Cell placement:
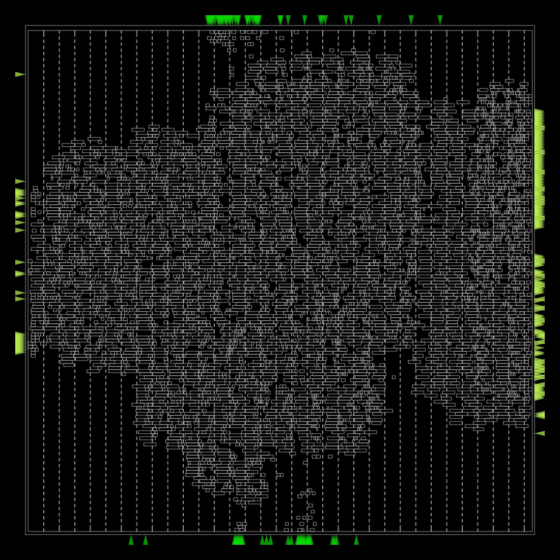
Pin map:
(1 px per micron) Pins as bars across the die edge, other pins in gray.
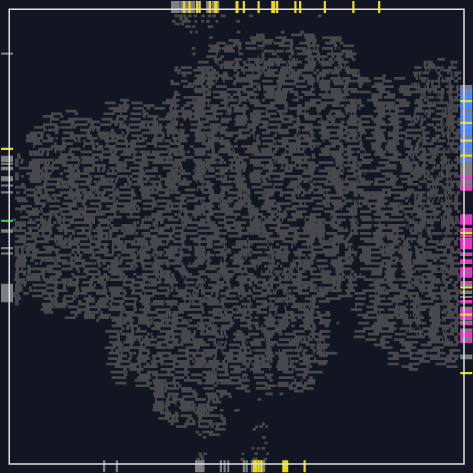
[src/rtl/mpf_vtp_pkg.sv]
// Shared types and constants for the VTP page-table translation service.
package mpf_vtp_pkg;

  localparam int MPF_VTP_4KB_LINE_OFFSET_BITS = 6;
  localparam int MPF_VTP_2MB_LINE_OFFSET_BITS = 15;

  // Line-address width the page-table entry layout is sized for.
  localparam int MPF_VTP_ADDR_WIDTH = 42;
  localparam int MPF_VTP_PAGE_BITS = MPF_VTP_ADDR_WIDTH - MPF_VTP_4KB_LINE_OFFSET_BITS;
  localparam int MPF_VTP_2MB_PAGE_SHIFT =
    MPF_VTP_2MB_LINE_OFFSET_BITS - MPF_VTP_4KB_LINE_OFFSET_BITS;

  typedef struct packed {
    logic                         valid;
    logic                         is_2mb;
    logic [MPF_VTP_PAGE_BITS-1:0] va;
    logic [MPF_VTP_PAGE_BITS-1:0] pa;
  } t_mpf_vtp_pt_entry;

endpackage

[src/rtl/cci_mpf_prim_fifo_lutram.sv]
// Small LUTRAM FIFO with an optional registered output stage; count covers
// every stored entry, including the output register.
module cci_mpf_prim_fifo_lutram #(
  parameter int N_DATA_BITS     = 32,
  parameter int N_ENTRIES       = 4,
  parameter bit REGISTER_OUTPUT = 1'b1
) (
  input  logic                         clk,
  input  logic                         reset,
  input  logic [N_DATA_BITS-1:0]       enq_data,
  input  logic                         enq_en,
  output logic [$clog2(N_ENTRIES):0]   count,
  output logic [N_DATA_BITS-1:0]       first,
  output logic                         not_empty,
  input  logic                         deq_en
);

  localparam int PTR_W = $clog2(N_ENTRIES);
  localparam int CNT_W = PTR_W + 1;

  logic [N_DATA_BITS-1:0] mem [N_ENTRIES];
  logic [PTR_W-1:0]       wr_ptr;
  logic [PTR_W-1:0]       rd_ptr;
  logic [CNT_W-1:0]       mem_count;
  logic                   mem_deq;

  // NOTE: storage is not reset; occupancy is defined by pointers and count only.
  always_ff @(posedge clk) begin
    if (enq_en) mem[wr_ptr] <= enq_data;
  end

  // NOTE: state updates use <= so every register samples pre-edge values.
  always_ff @(posedge clk) begin
    if (reset) begin
      wr_ptr    <= '0;
      rd_ptr    <= '0;
      mem_count <= '0;
    end else begin
      if (enq_en)  wr_ptr <= wr_ptr + 1'b1;
      if (mem_deq) rd_ptr <= rd_ptr + 1'b1;
      mem_count <= mem_count + CNT_W'(enq_en) - CNT_W'(mem_deq);
    end
  end

  if (REGISTER_OUTPUT) begin : g_reg_out
    logic                   out_valid;
    logic [N_DATA_BITS-1:0] out_data;

    assign mem_deq = (mem_count != '0) && (!out_valid || deq_en);

    always_ff @(posedge clk) begin
      if (reset) begin
        out_valid <= 1'b0;
        out_data  <= '0;
      end else if (mem_deq) begin
        out_valid <= 1'b1;
        out_data  <= mem[rd_ptr];
      end else if (deq_en) begin
        out_valid <= 1'b0;
      end
    end

    assign first     = out_data;
    assign not_empty = out_valid;
    assign count     = mem_count + CNT_W'(out_valid);
  end else begin : g_comb_out
    assign mem_deq   = deq_en && (mem_count != '0);
    assign first     = mem[rd_ptr];
    assign not_empty = (mem_count != '0);
    assign count     = mem_count;
  end

endmodule

[src/rtl/mpf_vtp_page_table_responder.sv]
// VTP translation service: fully associative 4KB/2MB page table, two-stage
// lookup, in-order responses through a credit-managed response FIFO.
module mpf_vtp_page_table_responder
  import mpf_vtp_pkg::*;
#(
  parameter int N_ENTRIES      = 16,
  parameter int ADDR_WIDTH     = MPF_VTP_ADDR_WIDTH,
  parameter int TAG_WIDTH      = 8,
  parameter int RSP_FIFO_DEPTH = 4
) (
  input  logic                                  clk,
  input  logic                                  reset,
  input  logic                                  req_valid,
  output logic                                  req_ready,
  input  logic [ADDR_WIDTH-1:0]                 req_addr,
  input  logic                                  req_addrIsVirtual,
  input  logic                                  req_isSpeculative,
  input  logic [TAG_WIDTH-1:0]                  req_tag,
  output logic                                  rsp_valid,
  input  logic                                  rsp_ready,
  output logic [ADDR_WIDTH-1:0]                 rsp_addr,
  output logic                                  rsp_error,
  output logic [TAG_WIDTH-1:0]                  rsp_tag,
  input  logic                                  pt_wr_en,
  input  logic [$clog2(N_ENTRIES)-1:0]          pt_wr_idx,
  input  logic                                  pt_wr_valid,
  input  logic                                  pt_wr_is_2mb,
  input  logic [ADDR_WIDTH-7:0]                 pt_wr_va,
  input  logic [ADDR_WIDTH-7:0]                 pt_wr_pa,
  output logic [31:0]                           hit_cnt,
  output logic [31:0]                           miss_cnt,
  output logic                                  fatal_miss
);

  localparam int IDX_W = $clog2(N_ENTRIES);
  localparam int PB    = ADDR_WIDTH - MPF_VTP_4KB_LINE_OFFSET_BITS;
  localparam int SH    = MPF_VTP_2MB_PAGE_SHIFT;
  localparam int CNT_W = $clog2(RSP_FIFO_DEPTH) + 1;
  localparam int RSP_W = ADDR_WIDTH + 1 + TAG_WIDTH;

  t_mpf_vtp_pt_entry pt [N_ENTRIES];

  always_ff @(posedge clk) begin
    if (reset) begin
      for (int i = 0; i < N_ENTRIES; i++) pt[i].valid <= 1'b0;
    end else if (pt_wr_en) begin
      pt[pt_wr_idx] <= '{valid: pt_wr_valid, is_2mb: pt_wr_is_2mb, va: pt_wr_va, pa: pt_wr_pa};
    end
  end

  logic [PB-1:0]        req_page;
  logic [N_ENTRIES-1:0] match;
  logic                 req_fire;

  assign req_page = req_addr[ADDR_WIDTH-1:MPF_VTP_4KB_LINE_OFFSET_BITS];
  assign req_fire = req_valid && req_ready;

  // NOTE: defaults first in every always_comb so no path can infer a latch.
  always_comb begin
    match = '0;
    for (int i = 0; i < N_ENTRIES; i++) begin
      match[i] = pt[i].valid &&
                 (pt[i].is_2mb ? (pt[i].va[PB-1:SH] == req_page[PB-1:SH])
                               : (pt[i].va == req_page));
    end
  end

  // S1: request, match vector, and the pre-write copy of any entry rewritten
  // on the acceptance edge, so S2 translates against the table the match saw.
  logic                  s1_valid;
  logic                  s1_virt;
  logic                  s1_spec;
  logic [ADDR_WIDTH-1:0] s1_addr;
  logic [TAG_WIDTH-1:0]  s1_tag;
  logic [N_ENTRIES-1:0]  s1_match;
  logic                  s1_hz;
  logic [IDX_W-1:0]      s1_hz_idx;
  logic                  s1_hz_is_2mb;
  logic [PB-1:0]         s1_hz_pa;

  always_ff @(posedge clk) begin
    if (reset) begin
      s1_valid <= 1'b0;
      s1_hz    <= 1'b0;
    end else begin
      s1_valid <= req_fire;
      s1_hz    <= req_fire && pt_wr_en;
    end
  end

  always_ff @(posedge clk) begin
    if (req_fire) begin
      s1_virt      <= req_addrIsVirtual;
      s1_spec      <= req_isSpeculative;
      s1_addr      <= req_addr;
      s1_tag       <= req_tag;
      s1_match     <= match;
      s1_hz_idx    <= pt_wr_idx;
      s1_hz_is_2mb <= pt[pt_wr_idx].is_2mb;
      s1_hz_pa     <= pt[pt_wr_idx].pa;
    end
  end

  logic                  s1_hit;
  logic [IDX_W-1:0]      s1_idx;
  logic                  s1_is_2mb;
  logic [PB-1:0]         s1_pa;
  logic [ADDR_WIDTH-1:0] s1_rsp_addr;

  always_comb begin
    s1_hit = 1'b0;
    s1_idx = '0;
    for (int i = N_ENTRIES - 1; i >= 0; i--) begin
      if (s1_match[i]) begin
        s1_hit = 1'b1;
        s1_idx = IDX_W'(i);
      end
    end
    if (s1_hz && (s1_hz_idx == s1_idx)) begin
      s1_is_2mb = s1_hz_is_2mb;
      s1_pa     = s1_hz_pa;
    end else begin
      s1_is_2mb = pt[s1_idx].is_2mb;
      s1_pa     = pt[s1_idx].pa;
    end
    s1_rsp_addr = s1_addr;
    if (s1_virt && s1_hit) begin
      s1_rsp_addr = s1_is_2mb
        ? {s1_pa[PB-1:SH], s1_addr[MPF_VTP_2MB_LINE_OFFSET_BITS-1:0]}
        : {s1_pa, s1_addr[MPF_VTP_4KB_LINE_OFFSET_BITS-1:0]};
    end
  end

  // S2: formed response, enqueued on the following edge.
  logic             s2_valid;
  logic [RSP_W-1:0] s2_rsp;

  always_ff @(posedge clk) begin
    if (reset) begin
      s2_valid   <= 1'b0;
      hit_cnt    <= '0;
      miss_cnt   <= '0;
      fatal_miss <= 1'b0;
    end else begin
      s2_valid <= s1_valid;
      if (s1_valid && s1_virt) begin
        if (s1_hit) begin
          if (hit_cnt != '1) hit_cnt <= hit_cnt + 32'd1;
        end else begin
          if (miss_cnt != '1) miss_cnt <= miss_cnt + 32'd1;
          if (!s1_spec) fatal_miss <= 1'b1;
        end
      end
    end
  end

  always_ff @(posedge clk) begin
    if (s1_valid) s2_rsp <= {s1_rsp_addr, s1_virt && !s1_hit, s1_tag};
  end

  logic [CNT_W-1:0] fifo_count;
  logic [CNT_W-1:0] inflight;
  logic [RSP_W-1:0] fifo_first;

  cci_mpf_prim_fifo_lutram #(
    .N_DATA_BITS     (RSP_W),
    .N_ENTRIES       (RSP_FIFO_DEPTH),
    .REGISTER_OUTPUT (1'b1)
  ) u_rsp_fifo (
    .clk       (clk),
    .reset     (reset),
    .enq_data  (s2_rsp),
    .enq_en    (s2_valid),
    .count     (fifo_count),
    .first     (fifo_first),
    .not_empty (rsp_valid),
    .deq_en    (rsp_valid && rsp_ready)
  );

  // Every stage in flight holds a reserved FIFO slot, so S2 can always enqueue.
  assign inflight  = CNT_W'(s1_valid) + CNT_W'(s2_valid);
  assign req_ready = !reset && ((fifo_count + inflight) < CNT_W'(RSP_FIFO_DEPTH));

  assign {rsp_addr, rsp_error, rsp_tag} = fifo_first;

endmodule

[config.mk]
export PLATFORM = sky130hd
export DESIGN_NAME = mpf_vtp_page_table_responder
export DESIGN_NICKNAME = d
export VERILOG_FILES = /design/src/rtl/mpf_vtp_pkg.sv /design/src/rtl/cci_mpf_prim_fifo_lutram.sv /design/src/rtl/mpf_vtp_page_table_responder.sv
export SDC_FILE = /design/constraint.sdc
export NUM_CORES = 2
export LEC_CHECK = 0
export ABC_CLOCK_PERIOD_IN_PS = 9900
export CAP_MARGIN = 10
export CORE_MARGIN = 2
export CORE_UTILIZATION = 35
export DETAILED_ROUTE_END_ITERATION = 8
export HOLD_SLACK_MARGIN = 0.02
export SYNTH_ARGS = -nofsm -noshare
export SYNTH_HDL_FRONTEND = slang
export SYNTH_SLANG_ARGS = --single-unit
[constraint.sdc]
create_clock -name clk -period 9.9 [get_ports clk]
set_clock_uncertainty 0.2 [all_clocks]
set_input_delay 1.98 -clock clk [delete_from_list [all_inputs] [get_ports clk]]
set_output_delay 1.98 -clock clk [all_outputs]
set_load 0.01 [all_outputs]
==> flow_metrics.env <==
# source this file to load flow results
export IMPL_final_cells=7443
export IMPL_use_met2=0.322
export IMPL_nNonClkInverters=23
export IMPL_cp_num_buf_inv=1
export IMPL_cp_slowest_stage_delay_ns=0.67
export IMPL_final_nets=4791
export IMPL_num_tap_cells=2656
export IMPL_cap_violations=0
export IMPL_synthTopCellsByArea="edfxtp_1 (66%), mux4_2 (7.5%), xnor2_1 (4.2%)"
export IMPL_cts_buffer_depth=3
export IMPL_holdPathStages=0
export IMPL_outcome="finished clean"
export IMPL_worst_ep_arrival_time_ns=3.51
export IMPL_synth_area_sq_um=70600
export IMPL_dr_pass1_iters=8
export IMPL_cts_max_level=4
export IMPL_most_common_cell="edfxtp_1"
export IMPL_hold_class="reg2reg"
export IMPL_final_cell_mix="edfxtp_1 (1548), nand2_1 (420), xnor2_1 (341)"
export IMPL_drive_above_1_share=0.152
export IMPL_intPower_w=0.0126
export IMPL_grt_busiest_layer="met2"
export IMPL_wl_microns=201000
export IMPL_setup_tns_ns=0
export IMPL_gp_congestion=0.799
export IMPL_buf_share=0.0418
export IMPL_p_clk_frac=0.388
export IMPL_power_w=0.0167
export IMPL_rsz0062_at_grt="false"
export IMPL_dr_max_layer_used="met5"
export IMPL_critPathLaunchType="flop"
export IMPL_rrSetupSlack_ns=4.47
export IMPL_p_seq_frac=0.494
export IMPL_seq_share=0.598
export IMPL_numCtsBuffers=172
export IMPL_diodes=3
## Picture notes: 'cell placement'
num rows: 164
FF+latch count: 1675

## Picture notes: 'pin map'
legend:
  blue:
    port: miss_cnt
    pins: 32
    direction: output
    edge: east
  green:
    port: pt_wr_valid
    pins: 1
    direction: input
    edge: west
  yellow:
    port: pt_wr_pa
    pins: 36
    direction: input
    edge: 19 north, 8 east, 8 south, 1 west
  magenta:
    port: rsp_addr
    pins: 42
    direction: output
    edge: east
all pins by edge: 145 east, 43 north, 33 south, 32 west
die width: 453 microns
Die H: 453 microns
port bufs: 252

